### config.mk
export PLATFORM = sky130hd
export DESIGN_NAME = bus_uart_tx
export DESIGN_NICKNAME = d
export VERILOG_FILES = /design/src/rtl/bus_uart_pkg.sv /design/src/rtl/sync_fifo.sv /design/src/rtl/bus_uart_tx.sv
export SDC_FILE = /design/constraint.sdc
export NUM_CORES = 1
export LEC_CHECK = 0
export ABC_CLOCK_PERIOD_IN_PS = 3200
export CAP_MARGIN = 20
export CELL_PAD_IN_SITES_DETAIL_PLACEMENT = 2
export CELL_PAD_IN_SITES_GLOBAL_PLACEMENT = 2
export CORE_MARGIN = 8
export CORE_UTILIZATION = 37
export CTS_BUF_LIST = sky130_fd_sc_hd__clkbuf_4
export CTS_CLUSTER_SIZE = 10
export DETAILED_ROUTE_END_ITERATION = 10
export PLACE_DENSITY = 0.84
export REMOVE_ABC_BUFFERS = 1
export SYNTH_ARGS = -nofsm -noshare
export SYNTH_HDL_FRONTEND = slang
export SYNTH_HIERARCHICAL = 1
export SYNTH_SLANG_ARGS = --single-unit
### constraint.sdc
create_clock -name clk -period 3.2 [get_ports clk]
set_input_delay 0.32 -clock clk [delete_from_list [all_inputs] [get_ports clk]]
set_output_delay 0.32 -clock clk [all_outputs]
set_load 0.005 [all_outputs]
### src/rtl/bus_uart_pkg.sv
// bus_uart shared definitions.
// Register offsets, STATUS bit indices, FSM states, bus byte swap.
package bus_uart_pkg;

  localparam logic [1:0] REG_TXDATA = 2'd0;
  localparam logic [1:0] REG_STATUS = 2'd1;
  localparam logic [1:0] REG_DIV    = 2'd2;
  localparam logic [1:0] REG_RXDATA = 2'd3;

  localparam int ST_TX_FULL  = 0;
  localparam int ST_TX_EMPTY = 1;
  localparam int ST_TX_BUSY  = 2;
  localparam int ST_TX_OVF   = 3;
  localparam int ST_RX_VALID = 4;
  localparam int ST_RX_OVR   = 5;

  typedef enum logic [1:0] {
    IDLE  = 2'd0,
    START = 2'd1,
    DATA  = 2'd2,
    STOP  = 2'd3
  } uart_state_t;

  function automatic logic [31:0] byteswap(input logic [31:0] v);
    return {v[7:0], v[15:8], v[23:16], v[31:24]};
  endfunction

endpackage

### src/rtl/sync_fifo.sv
// Synchronous FIFO for the UART transmit path.
// A push into a full FIFO is accepted only when a pop happens in the same cycle.
module sync_fifo #(
  parameter int WIDTH = 8,
  parameter int DEPTH = 8,
  localparam int AW = $clog2(DEPTH),
  localparam int CW = AW + 1
) (
  input  logic             clk,
  input  logic             reset,
  input  logic             push_i,
  input  logic [WIDTH-1:0] wdata_i,
  input  logic             pop_i,
  output logic [WIDTH-1:0] rdata_o,
  output logic             full_o,
  output logic             empty_o,
  output logic [CW-1:0]    count_o,
  output logic             overflow_o
);

  logic [WIDTH-1:0] mem_q [DEPTH];
  logic [AW-1:0]    wr_ptr_q, rd_ptr_q;
  logic [CW-1:0]    count_q, count_d;
  logic             do_push, do_pop;

  assign full_o     = (count_q == CW'(DEPTH));
  assign empty_o    = (count_q == '0);
  assign count_o    = count_q;
  assign rdata_o    = mem_q[rd_ptr_q];
  assign do_pop     = pop_i & ~empty_o;
  assign do_push    = push_i & (~full_o | do_pop);
  assign overflow_o = push_i & full_o & ~do_pop;

  // Occupancy follows accepted pushes and pops.
  always_comb begin
    count_d = count_q;
    unique case ({do_push, do_pop})
      2'b10:   count_d = count_q + CW'(1);
      2'b01:   count_d = count_q - CW'(1);
      default: count_d = count_q;
    endcase
  end

  // Pointer and count state; pointers wrap naturally at DEPTH.
  always_ff @(posedge clk or posedge reset) begin
    if (reset) begin
      wr_ptr_q <= '0;
      rd_ptr_q <= '0;
      count_q  <= '0;
    end else begin
      count_q <= count_d;
      if (do_push) wr_ptr_q <= wr_ptr_q + AW'(1);
      if (do_pop)  rd_ptr_q <= rd_ptr_q + AW'(1);
    end
  end

  // Storage array, no reset needed.
  always_ff @(posedge clk) begin
    if (do_push) mem_q[wr_ptr_q] <= wdata_i;
  end

endmodule

### src/rtl/bus_uart_tx.sv
// Memory-mapped 8N1 UART transmitter with TX FIFO on the core data bus.
// Optional receiver enabled by defining UART_RX_EN.
module bus_uart_tx
  import bus_uart_pkg::*;
#(
  parameter int          FIFO_DEPTH  = 8,
  parameter logic [15:0] DEFAULT_DIV = 16'd868
) (
  input  logic        clk,
  input  logic        reset,
  input  logic        sel,
  input  logic [3:0]  addr,
  input  logic [31:0] write_data,
  input  logic [3:0]  byte_mask,
  input  logic        write_en,
  output logic [31:0] read_data,
  output logic        txd
`ifdef UART_RX_EN
  ,
  input  logic        rxd
`endif
);

  localparam int CW = $clog2(FIFO_DEPTH) + 1;

  logic [1:0]  reg_sel;
  logic        bus_wr, mask_all;
  logic [31:0] wd_sw;
  logic        tx_push, div_we, st_we, rx_pop;

  assign reg_sel  = addr[3:2];
  assign bus_wr   = sel & write_en;
  assign mask_all = (byte_mask == 4'b1111);
  assign wd_sw    = byteswap(write_data);
  assign tx_push  = bus_wr & (reg_sel == REG_TXDATA) & byte_mask[3];
  assign div_we   = bus_wr & (reg_sel == REG_DIV) & mask_all;
  assign st_we    = bus_wr & (reg_sel == REG_STATUS) & mask_all;
  assign rx_pop   = bus_wr & (reg_sel == REG_RXDATA) & mask_all;

  logic [7:0]    fifo_rdata;
  logic          fifo_pop, fifo_full, fifo_empty, fifo_ovf;
  logic [CW-1:0] fifo_count;

  sync_fifo #(
    .WIDTH (8),
    .DEPTH (FIFO_DEPTH)
  ) u_fifo (
    .clk        (clk),
    .reset      (reset),
    .push_i     (tx_push),
    .wdata_i    (write_data[31:24]),
    .pop_i      (fifo_pop),
    .rdata_o    (fifo_rdata),
    .full_o     (fifo_full),
    .empty_o    (fifo_empty),
    .count_o    (fifo_count),
    .overflow_o (fifo_ovf)
  );

  logic [15:0] div_q, div_d, eff_div;
  logic        ovf_q, ovf_d;
  logic [31:0] rdata_q, rdata_d;

  uart_state_t state_q, state_d;
  logic [7:0]  shift_q, shift_d;
  logic [2:0]  bitcnt_q, bitcnt_d;
  logic [15:0] divcnt_q, divcnt_d;
  logic [15:0] period_q, period_d;
  logic        txd_q, txd_d;
  logic        bit_end;

  logic        rx_valid, rx_ovr;
  logic [7:0]  rx_data;

  assign eff_div = (div_q < 16'd2) ? 16'd2 : div_q;
  assign bit_end = (divcnt_q == period_q - 16'd1);

  // TX engine: next state, shifter and the txd level for the current state.
  always_comb begin
    state_d  = state_q;
    shift_d  = shift_q;
    bitcnt_d = bitcnt_q;
    divcnt_d = divcnt_q;
    period_d = period_q;
    fifo_pop = 1'b0;
    txd_d    = 1'b1;
    unique case (state_q)
      IDLE: begin
        if (!fifo_empty) begin
          fifo_pop = 1'b1;
          shift_d  = fifo_rdata;
          period_d = eff_div;
          divcnt_d = '0;
          bitcnt_d = '0;
          state_d  = START;
        end
      end
      START: begin
        txd_d    = 1'b0;
        divcnt_d = divcnt_q + 16'd1;
        if (bit_end) begin
          divcnt_d = '0;
          state_d  = DATA;
        end
      end
      DATA: begin
        txd_d    = shift_q[0];
        divcnt_d = divcnt_q + 16'd1;
        if (bit_end) begin
          divcnt_d = '0;
          shift_d  = {1'b0, shift_q[7:1]};
          bitcnt_d = bitcnt_q + 3'd1;
          if (bitcnt_q == 3'd7) state_d = STOP;
        end
      end
      STOP: begin
        divcnt_d = divcnt_q + 16'd1;
        if (bit_end) begin
          divcnt_d = '0;
          state_d  = IDLE;
        end
      end
      default: state_d = IDLE;
    endcase
  end

  // Register file updates, sticky overflow and registered read data.
  always_comb begin
    logic [31:0] status;
    div_d = div_q;
    if (div_we) div_d = wd_sw[15:0];
    ovf_d = (ovf_q & ~(st_we & wd_sw[ST_TX_OVF])) | fifo_ovf;
    status = '0;
    status[ST_TX_FULL]  = fifo_full;
    status[ST_TX_EMPTY] = fifo_empty;
    status[ST_TX_BUSY]  = (state_q != IDLE);
    status[ST_TX_OVF]   = ovf_q;
    status[ST_RX_VALID] = rx_valid;
    status[ST_RX_OVR]   = rx_ovr;
    rdata_d = '0;
    if (sel) begin
      case (reg_sel)
        REG_STATUS: rdata_d = byteswap(status);
        REG_DIV:    rdata_d = byteswap({16'h0, div_q});
        REG_RXDATA: rdata_d = byteswap({24'h0, rx_data});
        default:    rdata_d = '0;
      endcase
    end
  end

  // State registers; reset forces txd high at once.
  always_ff @(posedge clk or posedge reset) begin
    if (reset) begin
      state_q  <= IDLE;
      shift_q  <= '0;
      bitcnt_q <= '0;
      divcnt_q <= '0;
      period_q <= 16'd2;
      txd_q    <= 1'b1;
      div_q    <= DEFAULT_DIV;
      ovf_q    <= 1'b0;
      rdata_q  <= '0;
    end else begin
      state_q  <= state_d;
      shift_q  <= shift_d;
      bitcnt_q <= bitcnt_d;
      divcnt_q <= divcnt_d;
      period_q <= period_d;
      txd_q    <= txd_d;
      div_q    <= div_d;
      ovf_q    <= ovf_d;
      rdata_q  <= rdata_d;
    end
  end

  assign txd       = txd_q;
  assign read_data = rdata_q;

`ifdef UART_RX_EN
  logic [1:0]  rx_sync_q;
  logic        rx_prev_q, rx_in, rx_done;
  uart_state_t rx_state_q, rx_state_d;
  logic [15:0] rx_cnt_q, rx_cnt_d;
  logic [15:0] rx_per_q, rx_per_d;
  logic [7:0]  rx_shift_q, rx_shift_d;
  logic [2:0]  rx_bit_q, rx_bit_d;
  logic [7:0]  rx_data_q, rx_data_d;
  logic        rx_valid_q, rx_valid_d;
  logic        rx_ovr_q, rx_ovr_d;
  logic        rx_load;

  assign rx_in = rx_sync_q[1];

  // RX engine: edge-triggered start, mid-bit sampling.
  always_comb begin
    rx_state_d = rx_state_q;
    rx_cnt_d   = rx_cnt_q + 16'd1;
    rx_per_d   = rx_per_q;
    rx_shift_d = rx_shift_q;
    rx_bit_d   = rx_bit_q;
    rx_done    = 1'b0;
    unique case (rx_state_q)
      IDLE: begin
        rx_cnt_d = '0;
        if (rx_prev_q & ~rx_in) begin
          rx_per_d   = eff_div;
          rx_state_d = START;
        end
      end
      START: begin
        if (rx_cnt_q == (rx_per_q >> 1) - 16'd1) begin
          rx_cnt_d   = '0;
          rx_bit_d   = '0;
          rx_state_d = rx_in ? IDLE : DATA;
        end
      end
      DATA: begin
        if (rx_cnt_q == rx_per_q - 16'd1) begin
          rx_cnt_d   = '0;
          rx_shift_d = {rx_in, rx_shift_q[7:1]};
          rx_bit_d   = rx_bit_q + 3'd1;
          if (rx_bit_q == 3'd7) rx_state_d = STOP;
        end
      end
      STOP: begin
        if (rx_cnt_q == rx_per_q - 16'd1) begin
          rx_cnt_d   = '0;
          rx_done    = rx_in;
          rx_state_d = IDLE;
        end
      end
      default: rx_state_d = IDLE;
    endcase
  end

  // Holding register: a pop in the same cycle frees it for a new byte.
  always_comb begin
    rx_load    = rx_done & (~rx_valid_q | rx_pop);
    rx_data_d  = rx_load ? rx_shift_q : rx_data_q;
    rx_valid_d = (rx_valid_q & ~rx_pop) | rx_load;
    rx_ovr_d   = (rx_ovr_q & ~(st_we & wd_sw[ST_RX_OVR]))
               | (rx_done & ~rx_load);
  end

  // RX synchroniser and state registers.
  always_ff @(posedge clk or posedge reset) begin
    if (reset) begin
      rx_sync_q  <= 2'b11;
      rx_prev_q  <= 1'b1;
      rx_state_q <= IDLE;
      rx_cnt_q   <= '0;
      rx_per_q   <= 16'd2;
      rx_shift_q <= '0;
      rx_bit_q   <= '0;
      rx_data_q  <= '0;
      rx_valid_q <= 1'b0;
      rx_ovr_q   <= 1'b0;
    end else begin
      rx_sync_q  <= {rx_sync_q[0], rxd};
      rx_prev_q  <= rx_in;
      rx_state_q <= rx_state_d;
      rx_cnt_q   <= rx_cnt_d;
      rx_per_q   <= rx_per_d;
      rx_shift_q <= rx_shift_d;
      rx_bit_q   <= rx_bit_d;
      rx_data_q  <= rx_data_d;
      rx_valid_q <= rx_valid_d;
      rx_ovr_q   <= rx_ovr_d;
    end
  end

  assign rx_valid = rx_valid_q;
  assign rx_ovr   = rx_ovr_q;
  assign rx_data  = rx_data_q;
`else
  assign rx_valid = 1'b0;
  assign rx_ovr   = 1'b0;
  assign rx_data  = 8'h00;
`endif

  logic unused_w;
  assign unused_w = ^{addr[1:0], wd_sw, fifo_count, rx_pop};

endmodule

==> results.json, run 1 <==
{
  "drive_gt1_frac": 0.224,
  "logic_family": "multiplexers",
  "ios": 77,
  "power_density_mw_per_mm2": 846,
  "dp_hpwl_mm": 15.4,
  "tap_cells": 270,
  "final-comb-area_mm2": 0.00306,
  "dominant_cells": "flip-flops and latches",
  "vias": 4995,
  "clock-root-buffer": "clkbuf_4",
  "inverters": 22,
  "critPathLaunchType": "flop",
  "synth_cell_types": 69,
  "die_h_um": 159,
  "top_layer": "met4",
  "flop_cell": "dfrtp_1",
  "outcome": "completed",
  "yosys.area.top_type": "dfrtp_1",
  "required_ps": 3720,
  "endpoint_kind": "flop",
  "top_area_frac": 0.273,
  "numCtsBuffers": 17,
  "critPathCapture": "u_fifo/count_o[3]$_DFFE_PP0P_",
  "gp_congestion": 0.821,
  "r2r_end": "u_fifo/count_o[3]$_DFFE_PP0P_",
  "ys_warn_count": 6,
  "area_growth_pct": 13.6,
  "cts.sinks": 153,
  "nMultiInputCombCells": 375,
  "nNetsFinal": 694,
  "crit_cells": 11,
  "antennaDiodeCount": 1,
  "swShare": 0.421,
  "grt_pass1_wl_mm": 34.9,
  "synth-compound-area-share": 0.0776,
  "reg2reg_depth": 11,
  "min_period_over_period": 0.971,
  "netlist_top_cells_count": "82 x dfrtp_1, 64 x edfxtp_1, 49 x mux2_2",
  "sh_seq_area": 0.487,
  "ys_seq_frac": 0.553,
  "synth-cells-yosys": 580,
  "path_cells": "or3_1 -> nor2_1 -> nor2_2 -> o21ai_2 -> or2_2 -> inv_1 -> ha_1 -> or2_2 -> a21oi_1 -> mux2_2 -> nand3_1",
  "grt_util_met2": 0.340,
  "seqPwrFrac": 0.387,
  "numSynthFlops": 153,
  "antenna_found_initial": 1,
  "hold_slack_ps": 103,
  "tritoncts": "built",
  "met3WireLength_um": 805,
  "synth_simple_gate_area_share": 0.114,
  "hold_violations": 0,
  "drt-met1-wl_mm": 8.70,
  "worstPathMaxFanout": 9,
  "wire_per_inst_um": 24.1,
  "drc": 0,
  "use_met1": 0.210,
  "use_met3": 0.0410,
  "critPathTopFamily": "simple AND/OR/NAND/NOR gates",
  "avgViaCountPerCell": 5.45,
  "ctsLongestPathBuffers": 2,
  "seq_cell_count": 153,
  "die_area_mm2": 0.0251,
  "max_stage_delay_ps": 580,
  "grtUsageTotal": 0.188,
  "ys_sh_adder": 0.0293,
  "grt_max_degree": 43,
  "fp_util": 0.374,
  "synth_chip_area_mm2": 0.00751,
  "grt_pass1_vias": 5714,
  "worstPathArrival_ps": 3620,
  "setup.reg_to_reg.worst_slack_ps": 90,
  "slew_headroom": 0.444
}
-- run 1: sequential cells by signal, summed over array words and instances (netlist names) --
name and flops:
u_fifo/mem_q 64, div_q 16, state_q 2, txd 1
u_fifo/rd_ptr_q 3, bitcnt_q 3, u_fifo/wr_ptr_q 3, period_q 16
read_data 16, u_fifo/count_o 4, ovf_q 1, divcnt_q 16
shift_q 8
-- run 1: cell usage in the layout (no fill, tap or decap), types with 4 or more instances in the layout --
master and instances:
a21oi_1 16, a22oi_1 5, a31oi_1 14, and3_1 19
buf_4 21, clkbuf_4 17, clkdlybuf4s50_1 42, conb_1 16
dfrtp_1 82, dfstp_2 7, edfxtp_1 64, ha_1 15
inv_1 21, inv_8 6, mux2_2 49, mux2_4 8
mux4_1 10, mux4_2 6, nand2_1 26, nand2b_1 12
nand3_1 17, nand4_1 5, nor2_1 29, nor2b_1 4
nor3_1 15, nor4_1 7, o211ai_1 4, o21ai_0 11
or3_1 4, xnor2_1 12, xor2_1 10
-- run 1: repair_timing --
item                                    in CTS  in global routing
resized                                      2                 10
pin swaps                                    0                  1
hold buffers                                 0                  0
gates cloned                                 0                  0
buffers inserted                             0                  0
endpoints found under the setup margin      11                 25
-- run 1: per-stage QoR --
step / total power [mW] / instance area, um2
4_1_cts: 7.17 / 8490
2_1_floorplan: 4.78 / 7250
6_report: 7.22 / 8530
3_5_place_dp: 5.80 / 8190
3_3_place_gp: 5.43 / 8190
5_1_grt: 7.61 / 8530
-- run 1: power by group through the flow --
stage               logic (mW)  clock network (mW)  registers, mW
floorplan                 2.10                   0           2.67
global placement          2.70                   0           2.73
CTS                       3.14                1.26           2.77
finish                    3.21                1.22           2.79
global route              3.45                1.33           2.83
detailed placement        2.99                   0           2.80
run_1/floorplan.png
Pins as bars on the die edge. Tap cells in gray.
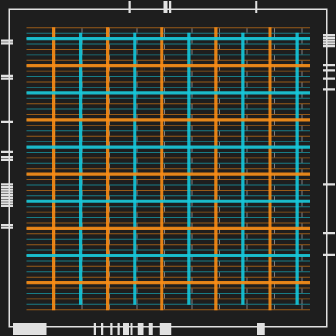
legend:
  cyan:
    net: VDD
  orange:
    net: VSS
met5 straps: 10
signal pins: 77

run_1/class_map.png
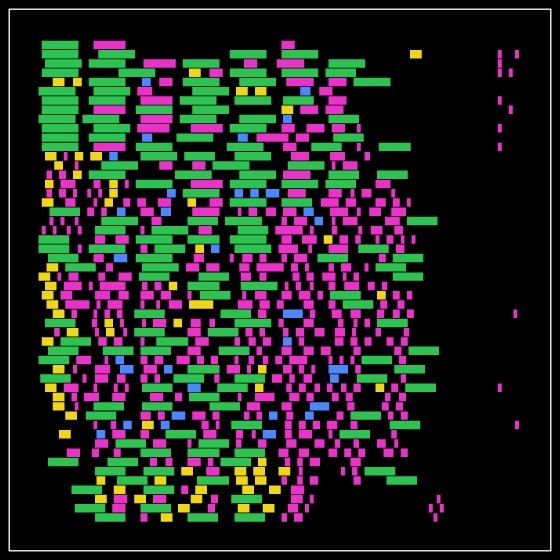
legend:
  green:
    class: registers
    cells: 153
  blue:
    class: clock drivers and dummy loads
    cells: 32
  magenta:
    class: remaining logic cells
    cells: 397
  yellow:
    class: remaining buffers and delay cells
    cells: 64

run_1/clock_wires.png
Bar = 50 um.
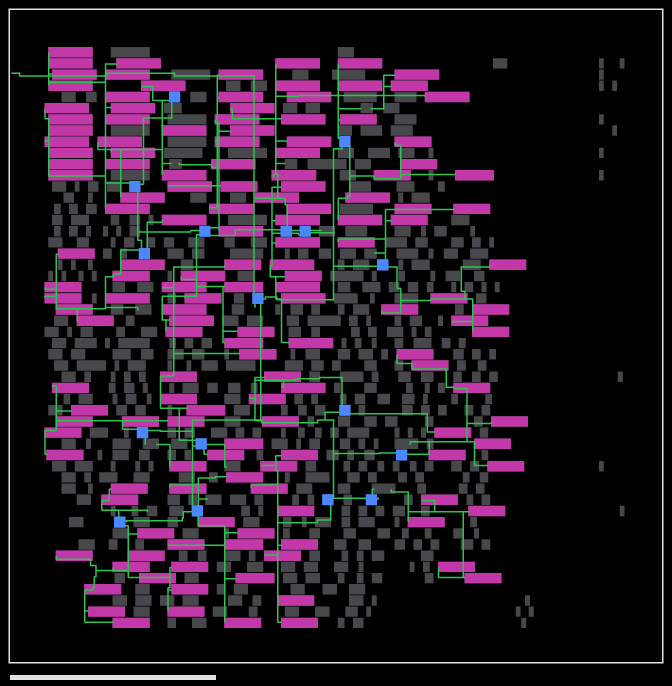
legend:
  green:
    item: clock wires
    length: 1890 um
  blue:
    item: clock-net drivers
    count: 17
  magenta:
    item: flip-flops
    count: 153
routed clock nets: 18
clk_lat worst skew: 580 ps
clock skew: 24.3 ps
Clock Power Share: 0.169
clock network power: 1.22 mW

==> run 2: changes to the inputs <==
--- a/config.mk
+++ b/config.mk
@@ -9,10 +9,11 @@
 export CAP_MARGIN = 20
 export CELL_PAD_IN_SITES_DETAIL_PLACEMENT = 2
 export CELL_PAD_IN_SITES_GLOBAL_PLACEMENT = 2
+export CORE_ASPECT_RATIO = 0.7
 export CORE_MARGIN = 8
 export CORE_UTILIZATION = 37
 export CTS_BUF_LIST = sky130_fd_sc_hd__clkbuf_4
-export CTS_CLUSTER_SIZE = 10
+export CTS_CLUSTER_SIZE = 30
 export DETAILED_ROUTE_END_ITERATION = 10
 export PLACE_DENSITY = 0.84
 export REMOVE_ABC_BUFFERS = 1
run_2/layers.png
Bar = 50 um.
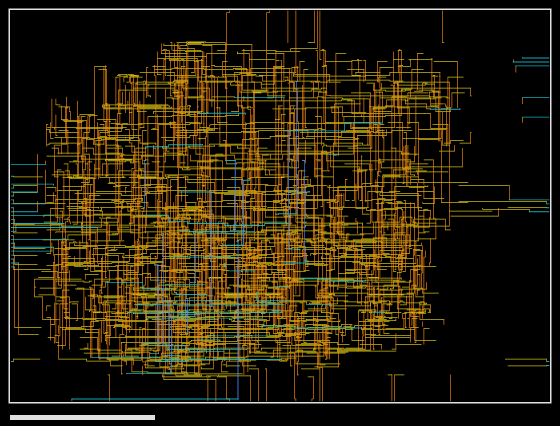
legend:
  orange:
    layer: M2
    wire_length: 11200 um
  blue:
    layer: M4
    wire_length: 408 um
  yellow:
    layer: M1
    wire_length: 10300 um
  cyan:
    layer: M3
    wire_length: 1110 um

==> results.json, run 2 <==
{
  "outcome": "completed",
  "top_register": "u_fifo/mem_q",
  "grt_pass1_vias": 5872,
  "fin_crit_ps": 3150,
  "critPathLaunchType": "flop",
  "netlist_top_cells_count": "82 x dfrtp_1, 64 x edfxtp_1, 49 x mux2_2",
  "p_int_mw": 4.47,
  "tritoncts": "built",
  "clkPwrFrac": 0.174,
  "report.final.slew_viol_count": 0,
  "final_cell_mix": "81 x dfrtp_1, 64 x edfxtp_1, 49 x mux2_2, 42 x clkdlybuf4s50_1, 29 x nor2_1",
  "nNetsFinal": 700,
  "total_power_mw": 7.43,
  "post-place-ws_ps": -215,
  "critical_path_buf_inv_count": 1,
  "grt.busiest_layer": "met2",
  "drive_gt1_frac": 0.242,
  "path_cells": "inv_1 -> ha_4 -> xor2_1 -> o211ai_1 -> a2111oi_2 -> nand3_1 -> nor4b_2 -> nand4_1 -> a21o_4 -> mux2_4",
  "synth.avg_cell_area_um2": 13.0,
  "worstPathArrival_ps": 3600,
  "leakage_nw": 3.59,
  "powerSeq_mw": 2.79,
  "ys_seq_frac": 0.553,
  "avgViaCountPerCell": 5.58,
  "die_h_um": 135,
  "max_stage_delay_ps": 600,
  "ir_drop_mv": 0.347,
  "wire_per_inst_um": 25.0,
  "gp_congestion": 0.839,
  "slew_headroom": 0.440,
  "rows": 43,
  "port_buffers": 42,
  "top_area_frac": 0.273,
  "async_flop_share": 0.582,
  "worst_slew_pin_slew_ps": 841,
  "core_area_mm2": 0.0199,
  "power_density_mw_per_mm2": 860,
  "final_area_mm2": 0.00864,
  "first_iter_violations": 323,
  "p_comb_frac": 0.450,
  "ctsLongestPathBuffers": 2,
  "largest_reg_flops": 64,
  "die_w_um": 186,
  "grt-ovfl-total": 0,
  "insertion_delay_ps": 580,
  "grt_pass1_wl_mm": 35.2,
  "warnings": 50,
  "finalWorstSetupSlack_ps": 53.6,
  "dp_hpwl_mm": 15.6,
  "hold_class": "in2async",
  "hold_violations": 0,
  "path_clk_slew_ps": 140,
  "fp_util": 0.378,
  "grtUsageTotal": 0.182,
  "die_area_mm2": 0.0252,
  "placed_cells": 888,
  "numSynthFlops": 153,
  "min_period_over_period": 0.983,
  "use_met3": 0.0463,
  "synth_chip_area_mm2": 0.00751,
  "holdBufCountCts": 0,
  "critical_path_class": "reg2reg",
  "finalSetupViolations": 0,
  "hold_slack_ps": 79.8,
  "synth.most_common_cell": "dfrtp_1",
  "edf_count": 64,
  "placed_area_mm2": 0.00823,
  "grt_max_degree": 46,
  "ys_warn_count": 6,
  "cp_slowest_cell": "dfstp_2",
  "drc": 0,
  "maxPowerGroup": "combinational cells",
  "critPathTopFamily": "AND-OR/OR-AND gates",
  "antenna_found_initial": 1,
  "first_pass_iters": 5,
  "synth_cell_types": 69,
  "grt_util_met2": 0.304,
  "top_cells_by_area": "dfrtp_1 27%, edfxtp_1 26%, mux2_2 7.3%",
  "crit_cells": 10,
  "endpoint_kind": "flop",
  "p_sw_mw": 2.96,
  "swShare": 0.399,
  "clock-root-buffer": "clkbuf_4",
  "use_met1": 0.228,
  "maxCapViolCount": 0,
  "synthCells": 580,
  "fin_worst_skew_ps": 25.6,
  "synth-cells-yosys": 580,
  "vias": 5146,
  "required_ps": 3660,
  "final_cells": 923,
  "reg2reg_depth": 10,
  "ant_nets": 0,
  "finalWirelength_mm": 23.0,
  "syn_area_mm2": 0.00751,
  "layout_top_cell": "dfrtp_1",
  "cts.sinks": 153,
  "numCtsBuffers": 17,
  "fmax_mhz": 318,
  "ios": 77,
  "pg_clk_mw": 1.30,
  "htree_levels": 4,
  "seqPwrFrac": 0.376,
  "yosys.area.top_type": "dfrtp_1",
  "area_growth_pct": 15.0,
  "final_util": 0.435,
  "pg_comb_mw": 3.34,
  "worstPathMaxFanout": 7,
  "flop_cell": "dfrtp_1",
  "tns_ps": 0
}
run_2/clock_wires.png
Bar = 50 um.
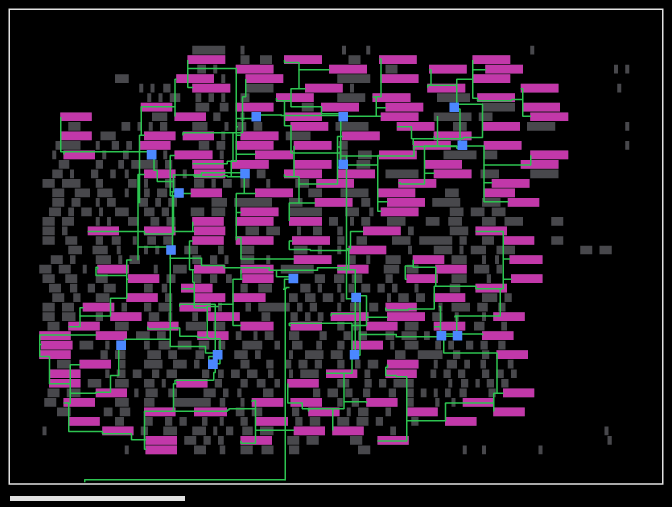
legend:
  blue:
    item: clock-net drivers
    count: 17
  magenta:
    item: flip-flops
    count: 153
  green:
    item: clock wires
    length: 2080 um
routed clock nets: 18

-- run 2: final cells by class --
class / instances / area [um2]
fillers: 1975 / 11200
flip-flops and latches: 153 / 4160
multi-input cells: 375 / 3110
repair buffers: 70 / 656
well taps: 270 / 338
clock buffers: 20 / 150
clock inverters: 12 / 148
inverters: 22 / 83.8
diodes: 1 / 2.50
-- run 2: kinds of logic (layout without fill, tap and decap cells) --
group,Yosys count,in the layout,share of synthesized area
compound gates,83,83,0.0776
xor+xnor,22,22,0.0256
fa+ha+maj,17,17,0.0293
buf+inv,67,124,0.0536
flops,153,153,0.553
mux,76,76,0.146
other cells,1,17,0.000499
simple gates,161,161,0.114
-- run 2: repair_timing --
action / 4_1_cts / 5_1_grt
pin swaps: 0 / 3
endpoints found under the setup margin: 22 / 35
buffers inserted: 0 / 2
resized: 6 / 15
-- run 2: worst register-to-register path, delay by kind of cell (launching register included) --
kind,cells,cell delay (ps)
AND-OR/OR-AND,3,880
XOR/XNOR,1,160
adder cells (fa/ha/maj),1,280
buffers and inverters,1,90
flip-flops,1,600
multiplexers,1,310
AND/OR/NAND/NOR,3,720
-- run 2: final timing paths --
check                                         from                             end  slack, ps
min in group clk                    write_data[16]            div_q[8]$_DFFE_PP1P_        350
min reg2reg                        ovf_q$_DFF_PP0_                 ovf_q$_DFF_PP0_        500
max                        period_q[1]$_DFFE_PP1P_          shift_q[2]$_DFFE_PP0P_         50
max reg2reg                period_q[1]$_DFFE_PP1P_          shift_q[2]$_DFFE_PP0P_         50
min                                          reset  u_fifo/rd_ptr_q[0]$_DFFE_PP0N_         80
max in group asynchronous                    reset                   txd$_DFF_PP1_       2290
-- run 2: per-layer routing --
metal,up-vias,share of wire
met1,2725,0.45
met4,0,0.018
li1,2243,-
met5,-,0
met3,29,0.048
met2,149,0.49
==> run 3: changes to the inputs <==
--- a/config.mk
+++ b/config.mk
@@ -13,7 +13,7 @@
 export CORE_MARGIN = 8
 export CORE_UTILIZATION = 37
 export CTS_BUF_LIST = sky130_fd_sc_hd__clkbuf_4
-export CTS_CLUSTER_SIZE = 30
+export CTS_CLUSTER_SIZE = 12
 export DETAILED_ROUTE_END_ITERATION = 10
 export PLACE_DENSITY = 0.84
 export REMOVE_ABC_BUFFERS = 1
run_3/congestion_map.png
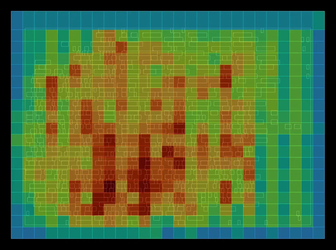
met2 usage: 0.304
gr busiest metal: met2

==> results.json, run 3 <==
{
  "fin_worst_skew_ps": 25.6,
  "reg2reg_depth": 10,
  "leakage_nw": 3.59,
  "max_stage_delay_ps": 600,
  "ys_seq_frac": 0.553,
  "synth_cell_types": 69,
  "worstPathArrival_ps": 3600,
  "post_cts_resized": 6,
  "p_int_mw": 4.47,
  "critical_path_class": "reg2reg",
  "cts.sinks": 153,
  "synth.most_common_cell": "dfrtp_1",
  "hold_class": "in2async",
  "setup.reg_to_reg.worst_slack_ps": 50,
  "holdBufCountCts": 0,
  "outcome": "completed",
  "tritoncts": "built",
  "grtUsageTotal": 0.182,
  "use_met1": 0.228,
  "p_sw_mw": 2.96,
  "syn_area_mm2": 0.00751,
  "ant_nets": 0,
  "clock-root-buffer": "clkbuf_4",
  "critical_path_buf_inv_count": 1,
  "final_cell_mix": "81 x dfrtp_1, 64 x edfxtp_1, 49 x mux2_2, 42 x clkdlybuf4s50_1, 29 x nor2_1",
  "async_flop_share": 0.582,
  "dp_hpwl_mm": 15.6,
  "ctsLongestPathBuffers": 2,
  "warnings": 50,
  "path_clk_slew_ps": 140,
  "first_iter_violations": 323,
  "critPathTopFamily": "AND-OR/OR-AND gates",
  "grt_max_degree": 46,
  "netlist_top_cells_count": "82 x dfrtp_1, 64 x edfxtp_1, 49 x mux2_2",
  "rows": 43,
  "fill_cells": 1975,
  "route.met2.wl_mm": 11.2,
  "muxShareOfSynthArea": 0.146,
  "finalSetupViolations": 0,
  "min_period_over_period": 0.983,
  "p_comb_frac": 0.450,
  "post_cts_buffers": 0,
  "die_area_mm2": 0.0252,
  "insertion_delay_ps": 580,
  "grt_pass1_vias": 5872,
  "grt-ovfl-total": 0,
  "numCtsBuffers": 17,
  "top_layer": "met4",
  "r2r_end": "shift_q[2]$_DFFE_PP0P_",
  "htree_levels": 4,
  "synthCells": 580,
  "ys_sh_xor": 0.0256,
  "tns_ps": 0,
  "required_ps": 3660,
  "pg_clk_mw": 1.30,
  "synth_chip_area_mm2": 0.00751,
  "drc": 0,
  "drt-met1-wl_mm": 10.3,
  "ys_warn_count": 6,
  "synth.avg_cell_area_um2": 13.0,
  "nNetsFinal": 700,
  "drive_gt1_frac": 0.242,
  "synth-compound-area-share": 0.0776,
  "worstPathMaxFanout": 7,
  "logic_family": "multiplexers",
  "fp_util": 0.378,
  "worst_slew_pin_slew_ps": 841,
  "first_pass_iters": 5,
  "power_density_mw_per_mm2": 860,
  "fin_crit_ps": 3150,
  "synth_simple_gate_area_share": 0.114,
  "maxCapViolCount": 0,
  "gp_congestion": 0.839,
  "worstReg2RegStart": "period_q[1]$_DFFE_PP1P_",
  "fmax_mhz": 318,
  "top_register": "u_fifo/mem_q",
  "report.final.slew_viol_count": 0,
  "cp_slowest_cell": "dfstp_2",
  "grt_pass1_wl_mm": 35.2,
  "pg_comb_mw": 3.34,
  "use_met3": 0.0463,
  "ys_sh_adder": 0.0293,
  "edf_count": 64,
  "port_buffers": 42,
  "synth-cells-yosys": 580,
  "maxPowerGroup": "combinational cells",
  "hold_violations": 0,
  "critPathLaunchType": "flop",
  "total_power_mw": 7.43,
  "top_area_frac": 0.273,
  "powerSeq_mw": 2.79,
  "wire_per_inst_um": 25.0,
  "slew_headroom": 0.440,
  "numSynthFlops": 153,
  "placed_cells": 888,
  "antenna_found_initial": 1,
  "area_growth_pct": 15.0,
  "top_cells_by_area": "dfrtp_1 27%, edfxtp_1 26%, mux2_2 7.3%",
  "vias": 5146,
  "ios": 77,
  "clkPwrFrac": 0.174,
  "layout_top_cell": "dfrtp_1",
  "avgViaCountPerCell": 5.58,
  "flop_cell": "dfrtp_1",
  "largest_reg_flops": 64,
  "path_cells": "inv_1 -> ha_4 -> xor2_1 -> o211ai_1 -> a2111oi_2 -> nand3_1 -> nor4b_2 -> nand4_1 -> a21o_4 -> mux2_4",
  "seqPwrFrac": 0.376,
  "finalWirelength_mm": 23.0,
  "yosys.area.top_type": "dfrtp_1",
  "swShare": 0.399,
  "met3WireLength_mm": 1.11,
  "final_cells": 923,
  "endpoint_kind": "flop"
}
run_3/floorplan.png
Pins as bars on the die edge. Tap cells in gray.
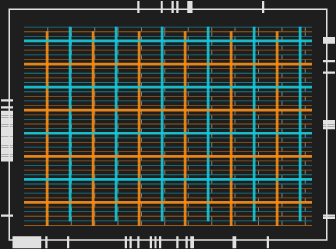
legend:
  orange:
    net: VSS
  cyan:
    net: VDD
tap cells: 270
met4 straps: 12
rows: 43
met1 rails: 44
die height: 135 um
Core Footprint: 0.0199 mm2
VDD IR-drop max: 0.347 mV
die width: 186 um

## run 3: cell counts after synthesis
Identical to the previous run, type by type.
## run 3: area by class of cell
| class | instances | area [um2] | area share |
|---|---|---|---|
| clock inverters | 12 | 148 | 0.0171 |
| multi-input cells | 375 | 3110 | 0.359 |
| repair buffers | 70 | 656 | 0.0759 |
| flip-flops and latches | 153 | 4160 | 0.481 |
| well taps | 270 | 338 | 0.0391 |
| clock buffers | 20 | 150 | 0.0174 |
| inverters | 22 | 83.8 | 0.00970 |
| diodes | 1 | 2.50 | 0.000290 |
## run 3: worst max-delay path by stage
stage / slack (ps) / end / cells after the start / start
finish: 50 / shift_q[2]$_DFFE_PP0P_ / 10 / period_q[1]$_DFFE_PP1P_
global route: -20 / shift_q[2]$_DFFE_PP0P_ / 10 / period_q[1]$_DFFE_PP1P_
CTS: -70 / shift_q[2]$_DFFE_PP0P_ / 8 / period_q[1]$_DFFE_PP1P_
detailed placement: -220 / shift_q[0]$_DFFE_PP0P_ / 10 / period_q[1]$_DFFE_PP1P_
global placement: 90 / shift_q[1]$_DFFE_PP0P_ / 10 / period_q[1]$_DFFE_PP1P_
floorplan: -450 / u_fifo/count_o[3]$_DFFE_PP0P_ / 12 / state_q[0]$_DFFE_PP0P_
## run 3: per-stage QoR
| stage | hold WS [ps] | cell area [um2] | utilization | worst slack [ps] |
|---|---|---|---|---|
| 2_1_floorplan | 160 | 7250 | - | -450 |
| 3_3_place_gp | 464 | 8230 | 0.415 | 90.2 |
| 3_5_place_dp | 471 | 8230 | 0.415 | -215 |
| 4_1_cts | 53.6 | 8560 | 0.431 | -74.6 |
| 5_1_grt | 76.4 | 8640 | 0.435 | -18.9 |
| 6_report | 79.8 | 8640 | 0.435 | 53.6 |
Power is estimated from default activity; no workload was simulated.
